## src/rtl/calc_key_sequencer.sv

```systemverilog
// ----------------------------------------------------------------------------
// calc_key_sequencer
//
// Sits between the keypad scanner and the ALU/display path. Consumes 5-bit key
// codes, builds signed hex operands from digit keys, tracks the pending
// operator and issues one request per operation to the ALU. A successful ALU
// result becomes operand A of the next operation, so chains like 5*3-2= work
// without re-entering intermediate values.
//
// Ports
//   clk, rst_n        clock, asynchronous active-low reset
//   i_key_data        key code: 0dddd digit, 100oo operator, 10100 eq,
//                     10101 AC, 10110 neg, anything else reserved
//   i_key_valid       key code valid
//   o_key_ready       key can be consumed this cycle
//   o_alu_a/b/op      request operands (two's complement) and opcode
//   o_alu_valid       request valid, held until i_alu_ready
//   i_alu_ready       ALU accepts the request
//   i_alu_done        single-cycle result strobe
//   i_alu_result      result, valid with i_alu_done
//   i_alu_error       error flag, valid with i_alu_done
//   o_display         signed value to show
//   o_display_error   error indicator
// ----------------------------------------------------------------------------
module calc_key_sequencer #(
    parameter int WIDTH = 16
) (
    input  logic             clk,
    input  logic             rst_n,
    input  logic [4:0]       i_key_data,
    input  logic             i_key_valid,
    output logic             o_key_ready,
    output logic [WIDTH-1:0] o_alu_a,
    output logic [WIDTH-1:0] o_alu_b,
    output logic [1:0]       o_alu_op,
    output logic             o_alu_valid,
    input  logic             i_alu_ready,
    input  logic             i_alu_done,
    input  logic [WIDTH-1:0] i_alu_result,
    input  logic             i_alu_error,
    output logic [WIDTH-1:0] o_display,
    output logic             o_display_error
);

    typedef enum logic [2:0] {
        S_ENTER_A,
        S_OP_PENDING,
        S_ENTER_B,
        S_ISSUE,
        S_WAIT,
        S_RESULT,
        S_ERROR
    } state_t;

    localparam logic [4:0] KEY_EQ  = 5'b10100;
    localparam logic [4:0] KEY_AC  = 5'b10101;
    localparam logic [4:0] KEY_NEG = 5'b10110;

    state_t           state_q, state_d;

    // Single entry register shared by the A and B operands; it is reloaded
    // whenever entry switches from one operand to the other.
    logic [WIDTH-1:0] mag_q, mag_d;
    logic             sign_q, sign_d;

    logic [WIDTH-1:0] a_q, a_d;
    logic [WIDTH-1:0] b_q, b_d;
    logic [1:0]       op_q, op_d;

    // Operator typed to terminate B; it becomes the next op once the
    // current result is back.
    logic             pend_vld_q, pend_vld_d;
    logic [1:0]       pend_op_q, pend_op_d;

    logic             key_fire;
    logic             is_digit, is_op, is_eq, is_ac, is_neg;
    logic             digit_fits;
    logic [WIDTH-1:0] entry_val;
    logic [WIDTH-1:0] mag_shift;
    logic [WIDTH-1:0] mag_digit;

    // ------------------------------------------------------------------------
    // Key decode
    // ------------------------------------------------------------------------
    assign o_key_ready = (state_q != S_ISSUE) && (state_q != S_WAIT);
    assign key_fire    = i_key_valid && o_key_ready;

    assign is_digit = ~i_key_data[4];
    assign is_op    = (i_key_data[4:2] == 3'b100);
    assign is_eq    = (i_key_data == KEY_EQ);
    assign is_ac    = (i_key_data == KEY_AC);
    assign is_neg   = (i_key_data == KEY_NEG);

    // Another hex digit only fits while the top five bits are clear; this
    // keeps the magnitude at or below the largest positive value.
    assign digit_fits = (mag_q[WIDTH-1:WIDTH-5] == '0);
    assign mag_shift  = {mag_q[WIDTH-5:0], i_key_data[3:0]};
    assign mag_digit  = {{(WIDTH-4){1'b0}}, i_key_data[3:0]};

    // Negating a zero magnitude yields zero, so -0 never reaches the display.
    assign entry_val  = sign_q ? (-mag_q) : mag_q;

    // ------------------------------------------------------------------------
    // Outputs
    // ------------------------------------------------------------------------
    assign o_alu_valid     = (state_q == S_ISSUE);
    assign o_alu_a         = a_q;
    assign o_alu_b         = b_q;
    assign o_alu_op        = op_q;
    assign o_display_error = (state_q == S_ERROR);

    always_comb begin
        o_display = a_q;
        case (state_q)
            S_ENTER_A, S_ENTER_B: o_display = entry_val;
            S_ERROR:              o_display = '0;
            default:              o_display = a_q;
        endcase
    end

    // ------------------------------------------------------------------------
    // Next-state and datapath
    // ------------------------------------------------------------------------
    always_comb begin
        state_d    = state_q;
        mag_d      = mag_q;
        sign_d     = sign_q;
        a_d        = a_q;
        b_d        = b_q;
        op_d       = op_q;
        pend_vld_d = pend_vld_q;
        pend_op_d  = pend_op_q;

        if (key_fire && is_ac) begin
            // AC wins in every state that can take a key, including ERROR.
            state_d    = S_ENTER_A;
            mag_d      = '0;
            sign_d     = 1'b0;
            a_d        = '0;
            b_d        = '0;
            op_d       = 2'b00;
            pend_vld_d = 1'b0;
            pend_op_d  = 2'b00;
        end else begin
            case (state_q)
                S_ENTER_A: begin
                    if (key_fire) begin
                        if (is_digit) begin
                            if (digit_fits) mag_d = mag_shift;
                        end else if (is_neg) begin
                            sign_d = ~sign_q;
                        end else if (is_op) begin
                            a_d     = entry_val;
                            op_d    = i_key_data[1:0];
                            state_d = S_OP_PENDING;
                        end
                    end
                end

                S_OP_PENDING: begin
                    if (key_fire) begin
                        if (is_digit) begin
                            mag_d   = mag_digit;
                            sign_d  = 1'b0;
                            state_d = S_ENTER_B;
                        end else if (is_neg) begin
                            mag_d   = '0;
                            sign_d  = 1'b1;
                            state_d = S_ENTER_B;
                        end else if (is_op) begin
                            op_d = i_key_data[1:0];
                        end
                    end
                end

                S_ENTER_B: begin
                    if (key_fire) begin
                        if (is_digit) begin
                            if (digit_fits) mag_d = mag_shift;
                        end else if (is_neg) begin
                            sign_d = ~sign_q;
                        end else if (is_op || is_eq) begin
                            b_d        = entry_val;
                            pend_vld_d = is_op;
                            pend_op_d  = is_op ? i_key_data[1:0] : 2'b00;
                            state_d    = S_ISSUE;
                        end
                    end
                end

                S_ISSUE: begin
                    if (i_alu_ready) state_d = S_WAIT;
                end

                S_WAIT: begin
                    if (i_alu_done) begin
                        if (i_alu_error) begin
                            state_d = S_ERROR;
                        end else begin
                            a_d = i_alu_result;
                            if (pend_vld_q) begin
                                op_d       = pend_op_q;
                                pend_vld_d = 1'b0;
                                state_d    = S_OP_PENDING;
                            end else begin
                                state_d = S_RESULT;
                            end
                        end
                    end
                end

                S_RESULT: begin
                    if (key_fire) begin
                        if (is_digit) begin
                            mag_d   = mag_digit;
                            sign_d  = 1'b0;
                            state_d = S_ENTER_A;
                        end else if (is_neg) begin
                            // Wraps: the most negative value maps to itself.
                            a_d = -a_q;
                        end else if (is_op) begin
                            op_d    = i_key_data[1:0];
                            state_d = S_OP_PENDING;
                        end
                    end
                end

                S_ERROR: begin
                    // Only AC (handled above) leaves this state.
                end

                default: state_d = S_ENTER_A;
            endcase
        end
    end

    always_ff @(posedge clk or negedge rst_n) begin
        if (!rst_n) begin
            state_q    <= S_ENTER_A;
            mag_q      <= '0;
            sign_q     <= 1'b0;
            a_q        <= '0;
            b_q        <= '0;
            op_q       <= 2'b00;
            pend_vld_q <= 1'b0;
            pend_op_q  <= 2'b00;
        end else begin
            state_q    <= state_d;
            mag_q      <= mag_d;
            sign_q     <= sign_d;
            a_q        <= a_d;
            b_q        <= b_d;
            op_q       <= op_d;
            pend_vld_q <= pend_vld_d;
            pend_op_q  <= pend_op_d;
        end
    end

endmodule

```

## config.mk

```make
export PLATFORM = sky130hd
export DESIGN_NAME = calc_key_sequencer
export DESIGN_NICKNAME = d
export VERILOG_FILES = /design/src/rtl/calc_key_sequencer.sv
export SDC_FILE = /design/constraint.sdc
export NUM_CORES = 1
export LEC_CHECK = 0
export CORE_MARGIN = 5
export CORE_UTILIZATION = 40
export CTS_CLUSTER_DIAMETER = 200
export DETAILED_ROUTE_END_ITERATION = 10
export PLACE_DENSITY = 0.75
export SLEW_MARGIN = 20
export SYNTH_ARGS = -nofsm -noshare
export SYNTH_HDL_FRONTEND = slang
export SYNTH_SLANG_ARGS = --single-unit
```

## constraint.sdc

```tcl
create_clock -name clk -period 3.09 [get_ports clk]
set_input_delay 0.618 -clock clk [delete_from_list [all_inputs] [get_ports clk]]
set_output_delay 0.618 -clock clk [all_outputs]
set_load 0.02 [all_outputs]
```

Run 1, sizing map:
Scale bar: 20 um.
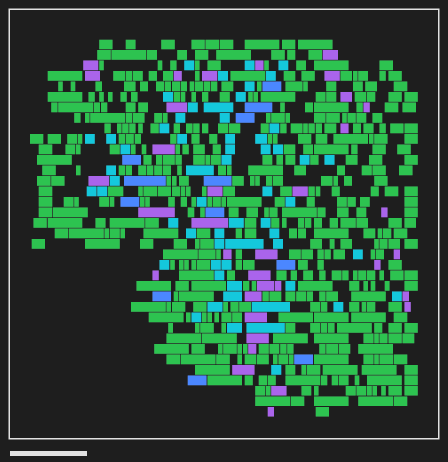
legend:
  x6 and larger:
    colour: blue
    cells: 12
  x1 and smaller:
    colour: green
    cells: 474
  x3 and x4:
    colour: cyan
    cells: 59
  x2:
    colour: purple
    cells: 35

Run 1, placed standard cells:
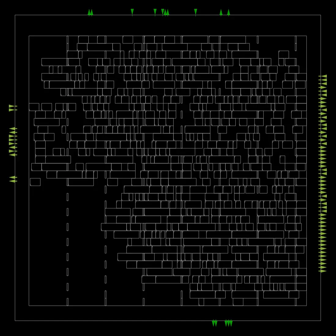
final core area utilization: 55.62%
row count: 36

==> run notes, run 1 <==
yosys + openroad results -> outcome=finished with violations, violations in the final reports=setup timing, main area contributors=sky130_fd_sc_hd__dfrtp_1 35%, sky130_fd_sc_hd__o31ai_1 5.7%, sky130_fd_sc_hd__nand2_1 5.6%, sky130_fd_sc_hd__mux2i_1 4.7%, sky130_fd_sc_hd__o21ai_0 4.2%, leakage power figure=2.255 nW, placer congestion estimate=0.9982, Final Max Slew Viols=0, sum of routed wire segments on met1=5985 um, Crit. End Element=primary output, die height=110.9 um, Area growth, synth to finish=34.63%, TritonCTS Buffers=9, r2r endpoint=o_alu_a[10]$_DFFE_PN0P_, highest clock rate=322.8 MHz, largest power group=combinational cells, headroom to the max-slew limit=around 39%, count of input and output buffers=79, per-cell routed wire length=19.47 um, total standard cell area after synthesis=slightly above 4000 um2, post-detailed-route via-to-cell ratio=slightly above 6, Clock Power=between 700 and 800 uW, switching power summed over all nets=3.509 mW, Worst Setup Slack post-DPL=-0.05425 ns, slack of the critical path=-0.007759 ns, register clock-pin slew on the reported worst setup and hold paths=approximately 0.08 ns, syn avg cell area=8.525 um2, dominant register cell=sky130_fd_sc_hd__dfrtp_1, path class of the lowest-slack min-delay path=in -> async, most common logic cell in the routed design=sky130_fd_sc_hd__clkdlybuf4s50_1, total cell area reported by yosys after synthesis=4075 um2, H-tree levels=3, crit start category=register, overall die area=12310 um2, WS Path Type=reg -> out, critical path fanouts, max=5, power dissipated in combinational cells=4.80 mW, Critical Path Slowest Stage Cell=sky130_fd_sc_hd__or4b_4, Pwr per Cell Area=1287 nW/um2, termination of the worst setup path=o_display[12], count of nets after finishing=604, post-detailed-placement cell area=5240 um2, hold slack final=0.2481 ns, maximum number of pins on one net before global-route repair=37, post-synth top area cell=sky130_fd_sc_hd__dfrtp_1, cell count in the Yosys report=~480, path depth of the worst reg2reg path=7, Clock power frac=10.0%, biggest cell delay along the critical path=about 0.53 ns, family with the most delay on the worst path=simple AND/OR/NAND/NOR gates, violation count after the first detailed-routing iteration=369, number of global-route vias before repair=about 4000, HPWL after DPL=10370 um, total length of routed wires=13880 um, final instance area=5487 um2, tool warning count=28, fraction of post-synthesis cell area in the top cell type by area=35.00%, Final TNS setup=-0.007759 ns, Peak supply drop=0.6257 mV, Clock Skews=about 0.014 ns, count of final setup violators=1, sum of buffers and inverters on the critical path=2, internal power summed over all cells=3.554 mW, clock period minus final worst setup slack=3.098 ns, setup repair bufs after CTS=0, post-detailed-route count of antenna-violating nets=0, register area share after synthesis=35.00%, ordered cell list for the critical path=inv_1, ha_1, or4b_4, o31ai_2, xnor2_1, o22ai_1, clkdlybuf4s15_2, TritonCTS clock tree=yes, Maximum Capacitance Violations=0, floorplan net count=just over 500, number of flops mapped to enable cells by yosys=0, first element of the critical path=mag_q[1]$_DFFE_PN0P_, Latency at later pin=0.36 ns, Vias=around 4300, floorplan core density=41.31%, Clock Tree Buf Depth=2, antenna violations before repair=1, Gate power share=68.0%, unrepaired setup endpoints after global routing=yes, TritonRoute pass-1 iters=5, clock root buffer=sky130_fd_sc_hd__clkbuf_8, area of combinational cells with multiple inputs=2494 um2, data required time of the critical path=2.47 ns, gr ovfl total=0, Die Span X=110.9 um, async set-or-reset flop fraction in the synthesized netlist=100.0%, Final Hold Violating Endpoints=0
Run 1, sequential cells coloured by netlist name:
Scale bar: 20 um. Other sequential cells in the stronger grey, the rest of the logic in the fainter grey.
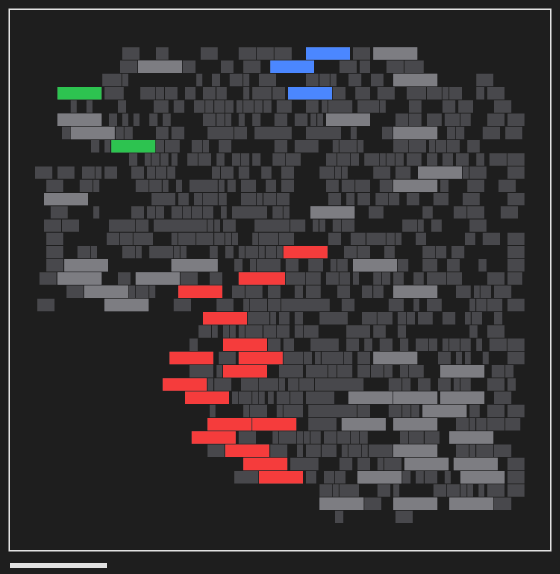
legend:
  `state_q`:
    colour: blue
    sequential_cells: 3
  `o_alu_op`:
    colour: green
    sequential_cells: 2
  `mag_q`:
    colour: red
    sequential_cells: 16
flop share of the area: 26.04%
Flop+latch power: 1.55 mW

run 1: worst register-to-register path: cells and delay by family, from the launching register on:
kind	cells	cell delay, ns
AND-OR/OR-AND	4	0.99
adder cells (fa/ha/maj)	1	0.21
buffers and inverters	1	0.13
flip-flops	1	0.46
AND/OR/NAND/NOR	1	0.52
run 1: cells by family after synthesis:
| kind of cell | after synthesis | synth area share [%] |
|---|---|---|
| simple gates | 147 | 18.79 |
| buf+inv | 61 | 6.049 |
| compound gates | 164 | 28.43 |
| fa+ha+maj | 2 | 0.6140 |
| xor+xnor | 21 | 4.513 |
| mux | 26 | 6.601 |
| flops | 57 | 35.00 |
run 1: area by class of cell:
| cell class | count | area share (%) |
|---|---|---|
| inverter | 22 | 1.505 |
| tap | 133 | 3.033 |
| multi-input combinational | 360 | 45.45 |
| timing repair buffer | 125 | 20.41 |
| clock buffer | 9 | 2.258 |
| sequential | 57 | 26.04 |
| clock inverter | 7 | 1.300 |
run 1: repair_timing:
action                                  CTS  global route
pin swaps                                 2             3
endpoints found under the setup margin   12             9
resized                                  25            22
hold buffers                              0             0
run 1: cell usage after synthesis (2+ instances only):
cell                         n
sky130_fd_sc_hd__a211o_1     5
sky130_fd_sc_hd__a211oi_1    6
sky130_fd_sc_hd__a21boi_0    5
sky130_fd_sc_hd__a21o_1      6
sky130_fd_sc_hd__a21oi_1    22
sky130_fd_sc_hd__a221oi_1    3
sky130_fd_sc_hd__a22o_1      3
sky130_fd_sc_hd__a22oi_1     4
sky130_fd_sc_hd__a31oi_1     5
sky130_fd_sc_hd__and2_1      3
sky130_fd_sc_hd__buf_1       2
sky130_fd_sc_hd__buf_2       5
sky130_fd_sc_hd__clkbuf_1   30
sky130_fd_sc_hd__dfrtp_1    57
sky130_fd_sc_hd__ha_1        2
sky130_fd_sc_hd__inv_1      22
sky130_fd_sc_hd__mux2_2      7
sky130_fd_sc_hd__mux2i_1    19
sky130_fd_sc_hd__nand2_1    61
sky130_fd_sc_hd__nand2b_1    5
sky130_fd_sc_hd__nand3_1     5
sky130_fd_sc_hd__nand4_1     3
sky130_fd_sc_hd__nor2_1     19
sky130_fd_sc_hd__nor2b_1     6
sky130_fd_sc_hd__nor3_1      8
sky130_fd_sc_hd__nor3b_1     3
sky130_fd_sc_hd__nor4_1      5
sky130_fd_sc_hd__o2111ai_1   2
sky130_fd_sc_hd__o211ai_1    3
sky130_fd_sc_hd__o21ai_0    34
sky130_fd_sc_hd__o22ai_1    16
sky130_fd_sc_hd__o2bb2ai_1   3
sky130_fd_sc_hd__o31a_1      3
sky130_fd_sc_hd__o31ai_1    31
sky130_fd_sc_hd__o41ai_2     4
sky130_fd_sc_hd__or2_1       2
sky130_fd_sc_hd__or2_2       5
sky130_fd_sc_hd__or3_1       6
sky130_fd_sc_hd__or4_1       6
sky130_fd_sc_hd__xnor2_1    16
sky130_fd_sc_hd__xor2_1      5
run 1: metal layers:
metal / global-route usage, % / vias to the layer above
li1: - / 1964
met1: 28.92 / 2069
met2: 34.06 / 241
met3: 6.059 / 34
met4: 7.635 / 2
met5: 0 / -
Run 1, wiring heat map:
The die is cut into 22 by 22 equal tiles; dark blue is low, red is high, scaled to the fullest tile. Values are wire area over tile area, all layers added.
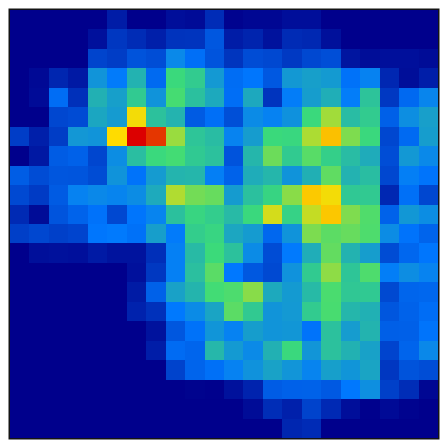

==> run 1 -> run 2 <==
ABC_CLOCK_PERIOD_IN_PS = 3090   (was not set)
CORE_MARGIN = 2   (was 5)
CORE_UTILIZATION = 53   (was 40)
PLACE_DENSITY = 0.93   (was 0.75)
Run 2, wiring heat map:
The die is cut into 18 by 18 equal tiles; dark blue is low, red is high, scaled to the fullest tile. Values are wire area over tile area, all layers added.
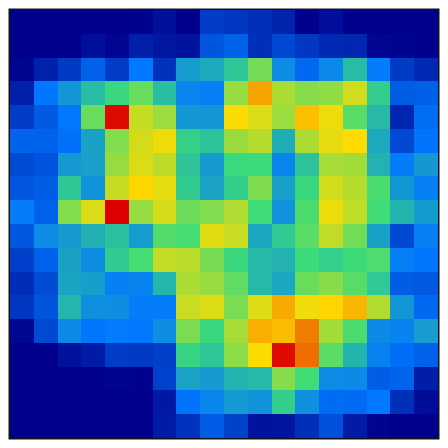
tiles over half the peak: 28%
mean over tiles: 0.28
emptiest ninth of the die: south-west
fullest tile: 0.83
nearly empty tiles: 14%
total length of routed wires: 13860 um
per-cell routed wire length: 20.23 um
Vias: 4498
overall routing resource usage: 32.53%

==> run 2 against run 1 <==
Effect of this change: the run still ends with setup timing left; synthesized cell count unchanged; flip-flop count unchanged; die size down 32%; register-to-register slack lost 0.05 ns; clock power grew 4.5%; wire length down 0.18%.
==> run notes, run 2 <==
yosys + openroad results -> number of global-route vias before repair=~4300, arrival time of the worst setup path=2.54 ns, row count=31, tool warning count=28, data required time of the critical path=~2.5 ns, cell count in the Yosys report=478, async set-or-reset flop fraction in the synthesized netlist=100.0%, unrepaired setup endpoints after global routing=yes, leakage power figure=~2.3 nW, violation count after the first detailed-routing iteration=between 500 and 600, post-synth top area cell=sky130_fd_sc_hd__dfrtp_1, crit start category=register, outcome=finished with violations, TritonCTS clock tree=yes, r2r endpoint=o_alu_a[14]$_DFFE_PN0P_, path depth of the worst reg2reg path=8, Final Max Slew Viols=0, post-detailed-route count of antenna-violating nets=0, headroom to the max-slew limit=51.63%, path class of the lowest-slack min-delay path=in -> async, most common logic cell in the routed design=sky130_fd_sc_hd__clkdlybuf4s50_1, WS Path Type=reg -> out, Clock power frac=10.2%, placer congestion estimate=between 1 and 1.5, Final TNS setup=-0.06944 ns, total cell area reported by yosys after synthesis=4075 um2, final core area utilization=approximately three quarters, diode count=0, Gate power share=68.7%, antenna violations before repair=0, fraction of post-synthesis cell area in the top cell type by area=between 30% and 40%, Peak supply drop=slightly above 0.6 mV, HPWL after DPL=9608 um, top cells by instance count after synthesis=61 x sky130_fd_sc_hd__nand2_1, 57 x sky130_fd_sc_hd__dfrtp_1, 34 x sky130_fd_sc_hd__o21ai_0, 31 x sky130_fd_sc_hd__o31ai_1, 30 x sky130_fd_sc_hd__clkbuf_1, Area growth, synth to finish=35.03%, register area share after synthesis=35.00%, biggest cell delay along the critical path=between 0.5 and 0.6 ns, floorplan net count=507, Clock Skews=0.01128 ns, Worst Setup Slack post-DPL=-0.02227 ns, floorplan core density=55.59%, termination of the worst setup path=o_display[14], overall die area=8406 um2, maximum number of pins on one net before global-route repair=58, Latency at later pin=0.35 ns, violations in the final reports=setup timing, count of unique library cells instantiated by Yosys=62, TritonRoute pass-1 iters=5, Num Clock Sinks=57, H-tree levels=3, ordered cell list for the critical path=inv_2, ha_1, or4b_4, o41ai_4, xnor2_2, o22ai_1, buf_2, switching power summed over all nets=3.578 mW, highest clock rate=316.5 MHz, Final Hold Violating Endpoints=0, Maximum Capacitance Violations=0, post-detailed-route via-to-cell ratio=6.566, total standard cell area after synthesis=4075 um2, number of flops mapped to enable cells by yosys=0, Critical Path Slowest Stage Cell=sky130_fd_sc_hd__or4b_4, gr ovfl total=0, count of input and output buffers=roughly 80, wire length of the first global-routing pass=approximately 22000 um, Clock Tree Buf Depth=2, dominant cell by count in the synthesized netlist=sky130_fd_sc_hd__nand2_1, Die Span X=just over 90 um, TritonCTS Buffers=9, clock root buffer=sky130_fd_sc_hd__clkbuf_8, syn avg cell area=8.525 um2, dominant register cell=sky130_fd_sc_hd__dfrtp_1, Crit. End Element=primary output, count of nets after finishing=610, critical path fanouts, max=5, first element of the critical path=mag_q[1]$_DFFE_PN0P_, main area contributors=sky130_fd_sc_hd__dfrtp_1 35%, sky130_fd_sc_hd__o31ai_1 5.7%, sky130_fd_sc_hd__nand2_1 5.6%, sky130_fd_sc_hd__mux2i_1 4.7%, sky130_fd_sc_hd__o21ai_0 4.2%, clock period minus final worst setup slack=3.159 ns, Pwr per Cell Area=1321 nW/um2, slack of the critical path=-0.06944 ns, reg-to-reg startpoint=mag_q[1]$_DFFE_PN0P_, ports placed on the boundary=80, internal power summed over all cells=around 3.7 mW, register clock-pin slew on the reported worst setup and hold paths=0.07 ns, die height=91.69 um, count of final setup violators=1
run 2: cell counts after synthesis:
Identical to the previous run, type by type.
run 2: worst min-delay path by stage:
stage | to | slack, ns | depth (start not counted)
after detailed placement | o_alu_b[10]$_DFFE_PN0P_ | 0.48 | 2
final | o_alu_b[10]$_DFFE_PN0P_ | 0.24 | 2
after global routing | o_alu_b[7]$_DFFE_PN0P_ | 0.28 | 2
after CTS | o_alu_b[5]$_DFFE_PN0P_ | 0.27 | 2
after floorplan | mag_q[0]$_DFFE_PN0P_ | 0.32 | 0
after global placement | o_alu_b[6]$_DFFE_PN0P_ | 0.46 | 2
run 2: critical path: cells and delay by family, from the launching register on:
family,cells,cell delay (ns)
DFF,1,0.44
xor gates and xnor gates,1,0.19
and+or+nand+nor,1,0.54
buffers and inverters,2,0.28
adders and majority gates,1,0.17
AOI/OAI and AO/OA,2,0.57
run 2: timing repair:
item                       CTS  global route
setup endpoints to repair   11            10
pin swaps                    2             1
hold buffers                 0             0
buffers inserted             1             0
gates resized               27            18
run 2: per-stage QoR:
stage | hold slack (ns) | cell area (um2) | power, mW | cells
4_1_cts | 0.2669 | 5458 | 7.047 | 685
3_3_place_gp | 0.4607 | 5235 | 6.214 | 668
6_report | 0.2420 | 5503 | 7.267 | 685
3_5_place_dp | 0.4753 | 5235 | 6.351 | 668
5_1_grt | 0.2828 | 5503 | 7.612 | 685
2_1_floorplan | 0.3224 | 4075 | 4.245 | 478
run 2: logic make-up (layout without fill, tap and decap cells):
family / Yosys count / count (layout) / synth area share (%)
mux: 26 / 26 / 6.601
compound gates: 164 / 164 / 28.43
flops: 57 / 57 / 35.00
fa+ha+maj: 2 / 2 / 0.6140
buf+inv: 61 / 169 / 6.049
simple gates: 147 / 147 / 18.79
xor+xnor: 21 / 21 / 4.513
run 2: final cells by class:
class,count,area [um2]
clock buffers,12,155.1
clock inverters,4,51.30
fillers,469,1828
inverters,22,82.58
multi-input cells,360,2491
flip-flops and latches,57,1428
well taps,99,123.9
repair buffers,131,1171
run 2: layer usage:
metal / track usage, % / part of all wire (%) / vias up
li1: - / - / 1978
met1: 40.19 / 38 / 2073
met2: 53.55 / 48 / 369
met3: 7.395 / 9.8 / 78
met4: 16.04 / 4.5 / 0
met5: 0 / 0 / -
run 2: power by group through the flow:
stage          Clock [mW]  Sequential (mW)  Combinational (mW)
2_1_floorplan           0             1.60                2.65
3_3_place_gp            0             1.46                4.75
3_5_place_dp            0             1.49                4.86
4_1_cts             0.742             1.49                4.81
5_1_grt             0.777             1.57                5.27
6_report            0.741             1.53                4.99
Run 2, sequential cells coloured by netlist name:
Scale bar: 20 um. Other sequential cells in the stronger grey, the rest of the logic in the fainter grey.
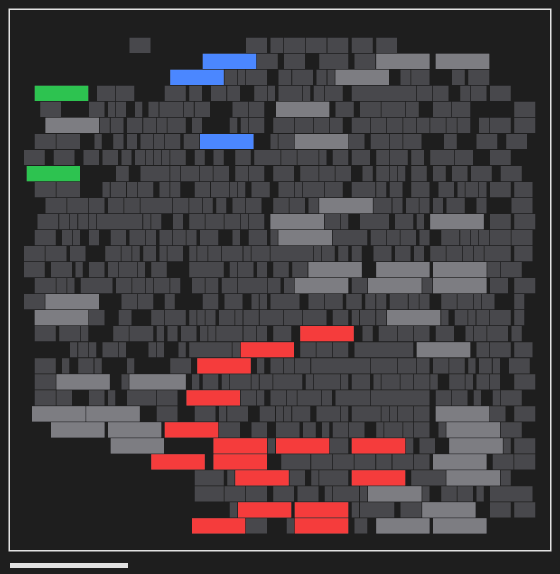

==> run 2 -> run 3 <==
ABC_CLOCK_PERIOD_IN_PS = 2700   (was 3090)
CORE_UTILIZATION = 48   (was 53)
PLACE_DENSITY = 0.89   (was 0.93)
clock period = 2.7 ns   (was 3.09 ns; I/O delays follow)
Run 3, sequential cells coloured by netlist name:
Scale bar: 20 um. Other sequential cells in the stronger grey, the rest of the logic in the fainter grey.
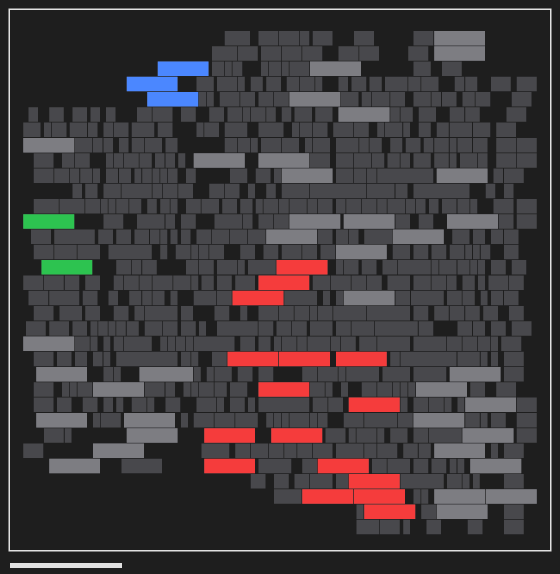
legend:
  `o_alu_op`:
    colour: green
    sequential_cells: 2
  `mag_q`:
    colour: red
    sequential_cells: 16
  `state_q`:
    colour: blue
    sequential_cells: 3
Flop+latch power: 1.72 mW
flip-flop and latch area: 1428 um2
flop share of the area: 23.99%
final core area utilization: 72.42%

==> run 3 against run 2 <==
Effect of this change: the run still ends with setup timing left; largest power group unchanged; combinational power up 35%; critical path depth is the same; wire length up 15%; flip-flop count stayed put; utilization fell by 2.6 points; largest cell class unchanged; sequential share of layout area shrank 2.0 points; area after synthesis is the same; critical path type unchanged.
==> run notes, run 3 <==
yosys + openroad results -> Area growth, synth to finish=46.02%, layout cells sized above 1=between 20% and 30%, placer congestion estimate=0.9729, top comb family, area=AND-OR/OR-AND gates, async set-or-reset flop fraction in the synthesized netlist=100.0%, Final Max Slew Viols=0, ports placed on the boundary=80, antenna violations before repair=0, Die Span X=96.14 um, TritonCTS Buffers=9, count of nets after finishing=648, count of input and output buffers=79, register clock-pin slew on the reported worst setup and hold paths=0.08 ns, slack of the critical path=-0.2453 ns, Crit. End Element=primary output, count of final setup violators=8, slew at the pin closest to its max-slew limit=0.7516 ns, syn avg cell area=8.525 um2, dominant register cell=sky130_fd_sc_hd__dfrtp_1, final routed DRC violation total=0, non-filler instance count after layout=729, TritonRoute pass-1 iters=6, data required time of the critical path=2.16 ns, row count=33, diode count=0, Final Hold Violating Endpoints=0, unrepaired setup endpoints after global routing=yes, wire length of the first global-routing pass=23060 um, Clock Tree Buf Depth=2, overall routing resource usage=about 33%, count of unique library cells instantiated by Yosys=62, count of mapped cells out of synthesis=478, headroom to the max-slew limit=49.89%, area share of xor/xnor cells in the synthesized design=4.513%, termination of the worst setup path=o_display[10], Latency at later pin=0.36 ns, leakage power figure=2.558 nW, simple-gate portion of the synthesized area=18.79%, violations in the final reports=setup timing, path class of the lowest-slack min-delay path=in -> async, Peak supply drop=0.8052 mV, r2r endpoint=o_alu_a[15]$_DFFE_PN0P_, multiplexer share of the synthesized area=6.601%, WS Path Type=reg -> out, path depth of the worst reg2reg path=8, crit start category=register, post-synth top area cell=sky130_fd_sc_hd__dfrtp_1, violation count after the first detailed-routing iteration=590, slack of the worst reg-to-reg path=around 0.19 ns, floorplan core density=a little under 50%, most used cells in the layout excluding fill and tap cells=93 x sky130_fd_sc_hd__buf_4, 61 x sky130_fd_sc_hd__nand2_1, 60 x sky130_fd_sc_hd__clkdlybuf4s50_1, fraction of post-synthesis cell area in the top cell type by area=between 30% and 40%, most common logic cell in the routed design=sky130_fd_sc_hd__buf_4, post-detailed-route count of antenna-violating nets=0, number of global-route vias before repair=4613, complex-gate fraction of the synthesized area=28.43%, TritonCTS clock tree=yes, gr ovfl total=0, register area share after synthesis=about a third, clock root buffer=sky130_fd_sc_hd__clkbuf_8, total cell area reported by yosys after synthesis=4075 um2, die height=96.14 um, top cells by instance count after synthesis=61 x sky130_fd_sc_hd__nand2_1, 57 x sky130_fd_sc_hd__dfrtp_1, 34 x sky130_fd_sc_hd__o21ai_0, 31 x sky130_fd_sc_hd__o31ai_1, 30 x sky130_fd_sc_hd__clkbuf_1, first element of the critical path=mag_q[1]$_DFFE_PN0P_, Clock Skews=0.01688 ns, highest clock rate=339.5 MHz, Vias=between 4000 and 5000, maximum number of pins on one net before global-route repair=58, Pwr per Cell Area=1566 nW/um2, cell count in the Yosys report=about 480, clock period minus final worst setup slack=2.945 ns, critical path fanouts, max=3, count of placed standard cells including taps=694, total core area=8217 um2, post-detailed-route via-to-cell ratio=6.487, HPWL after DPL=approximately 10000 um, post-synthesis register bit count=57, number of flops mapped to enable cells by yosys=0, dominant cell by count in the synthesized netlist=sky130_fd_sc_hd__nand2_1, floorplan net count=just over 500, per-cell routed wire length=21.79 um, arrival time of the worst setup path=2.41 ns, outcome=finished with violations, Maximum Capacitance Violations=0, total standard cell area after synthesis=between 4000 and 5000 um2, total length of routed wires=15880 um, area share of fa/ha/maj cells after synthesis=0.6141%, tally of filler cells in the layout=approximately 560, main area contributors=sky130_fd_sc_hd__dfrtp_1 35%, sky130_fd_sc_hd__o31ai_1 5.7%, sky130_fd_sc_hd__nand2_1 5.6%, sky130_fd_sc_hd__mux2i_1 4.7%, sky130_fd_sc_hd__o21ai_0 4.2%, tool warning count=28, overall die area=9243 um2, H-tree levels=3, number of warnings issued by yosys=0, Num Clock Sinks=57, Final TNS setup=-1.419 ns, reg-to-reg startpoint=mag_q[10]$_DFFE_PN0P_, share of the cycle needed by the critical path after routing=109.1%
==> run 3: worst min path at each step <==
stage	end	cells after the start
2_1_floorplan	mag_q[0]$_DFFE_PN0P_	0
3_3_place_gp	o_alu_b[10]$_DFFE_PN0P_	2
3_5_place_dp	o_alu_b[10]$_DFFE_PN0P_	2
4_1_cts	pend_vld_q$_DFFE_PN0P_	2
5_1_grt	o_alu_a[5]$_DFFE_PN0P_	2
6_report	o_alu_a[13]$_DFFE_PN0P_	2
==> run 3: report_power, final <==
group          switching, mW  leakage [nW]  total (mW)  internal (mW)
sequential             0.488         0.728        1.72           1.24
combinational           3.70          1.73        6.75           3.05
clock                  0.392        0.0949       0.845          0.452
total                   4.58          2.56        9.32           4.74
==> run 3: worst max-delay path: stages (launching register included) <==
cell                      delay [ns]
sky130_fd_sc_hd__dfrtp_1        0.42
sky130_fd_sc_hd__inv_2          0.09
sky130_fd_sc_hd__ha_4           0.13
sky130_fd_sc_hd__or4b_4         0.52
sky130_fd_sc_hd__o41ai_4        0.38
sky130_fd_sc_hd__xnor2_2        0.13
sky130_fd_sc_hd__o22ai_1        0.21
sky130_fd_sc_hd__buf_4          0.17
==> run 3: cells by family (layout without fill, tap and decap cells) <==
| logic type | Yosys count | after routing |
|---|---|---|
| AOI/OAI and AO/OA | 164 | 164 |
| and+or+nand+nor | 147 | 147 |
| buffers and inverters | 61 | 207 |
| DFF | 57 | 57 |
| muxes | 26 | 26 |
| xor gates and xnor gates | 21 | 21 |
| adders and majority gates | 2 | 2 |
==> run 3: timing repair <==
item / CTS / global route
buffers inserted: 11 / 8
gates cloned: 0 / 0
setup endpoints to repair: 16 / 16
pin swaps: 16 / 14
hold buffers: 0 / 0
gates resized: 82 / 28
==> run 3: per-layer routing <==
metal  track usage, %  routed length [um]
met2            55.09                7497
met3            8.614                1640
met4            24.40                1349
met1            36.65                5395
met5                0                   0
==> run 3: cell type report <==
cell class / instances / area (um2) / area share [%]
Clock inverter: 6 / 66.31 / 1.114
Sequential cell: 57 / 1428 / 23.99
Clock buffer: 10 / 137.6 / 2.313
Tap cell: 105 / 131.4 / 2.208
Multi-Input combinational cell: 360 / 2623 / 44.07
Inverter: 22 / 82.58 / 1.388
Timing Repair Buffer: 169 / 1483 / 24.92
==> run 3: per-stage QoR <==
step           utilization (%)  total power, mW  hold slack (ns)  instance area (um2)  worst slack, ns
2_1_floorplan                -            4.859           0.2444                 4075           0.1607
4_1_cts                  70.37            8.680           0.3529                 5782          -0.2088
3_5_place_dp             65.78            7.551           0.4670                 5405          -0.3361
3_3_place_gp             65.78            7.372           0.4612                 5405          -0.2376
5_1_grt                  72.42            9.780           0.4065                 5951          -0.3557
6_report                 72.42            9.316           0.3385                 5951          -0.2453

## Gallery

Clock wires, drivers and flops.
(a)
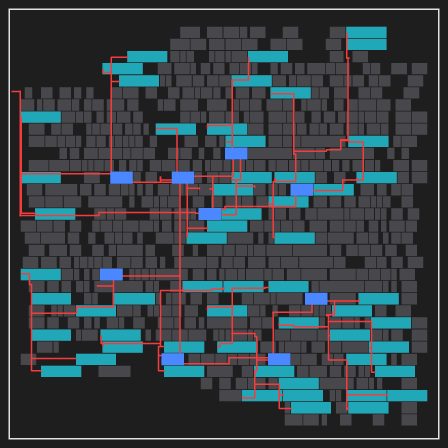
(b)
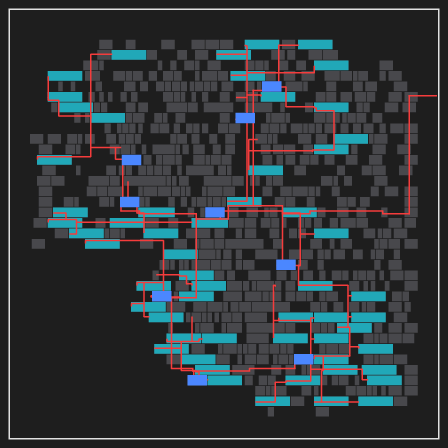
(c)
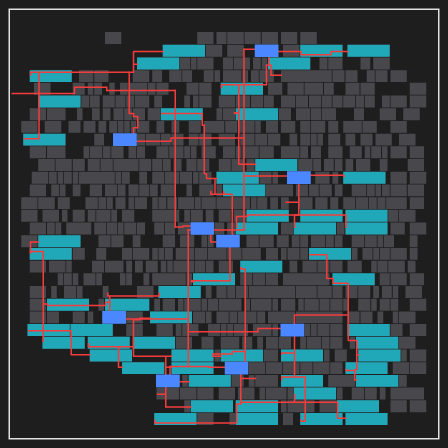
(c): run 2
(b): run 1
(a): run 3

Power and IR drop assume default switching activity.
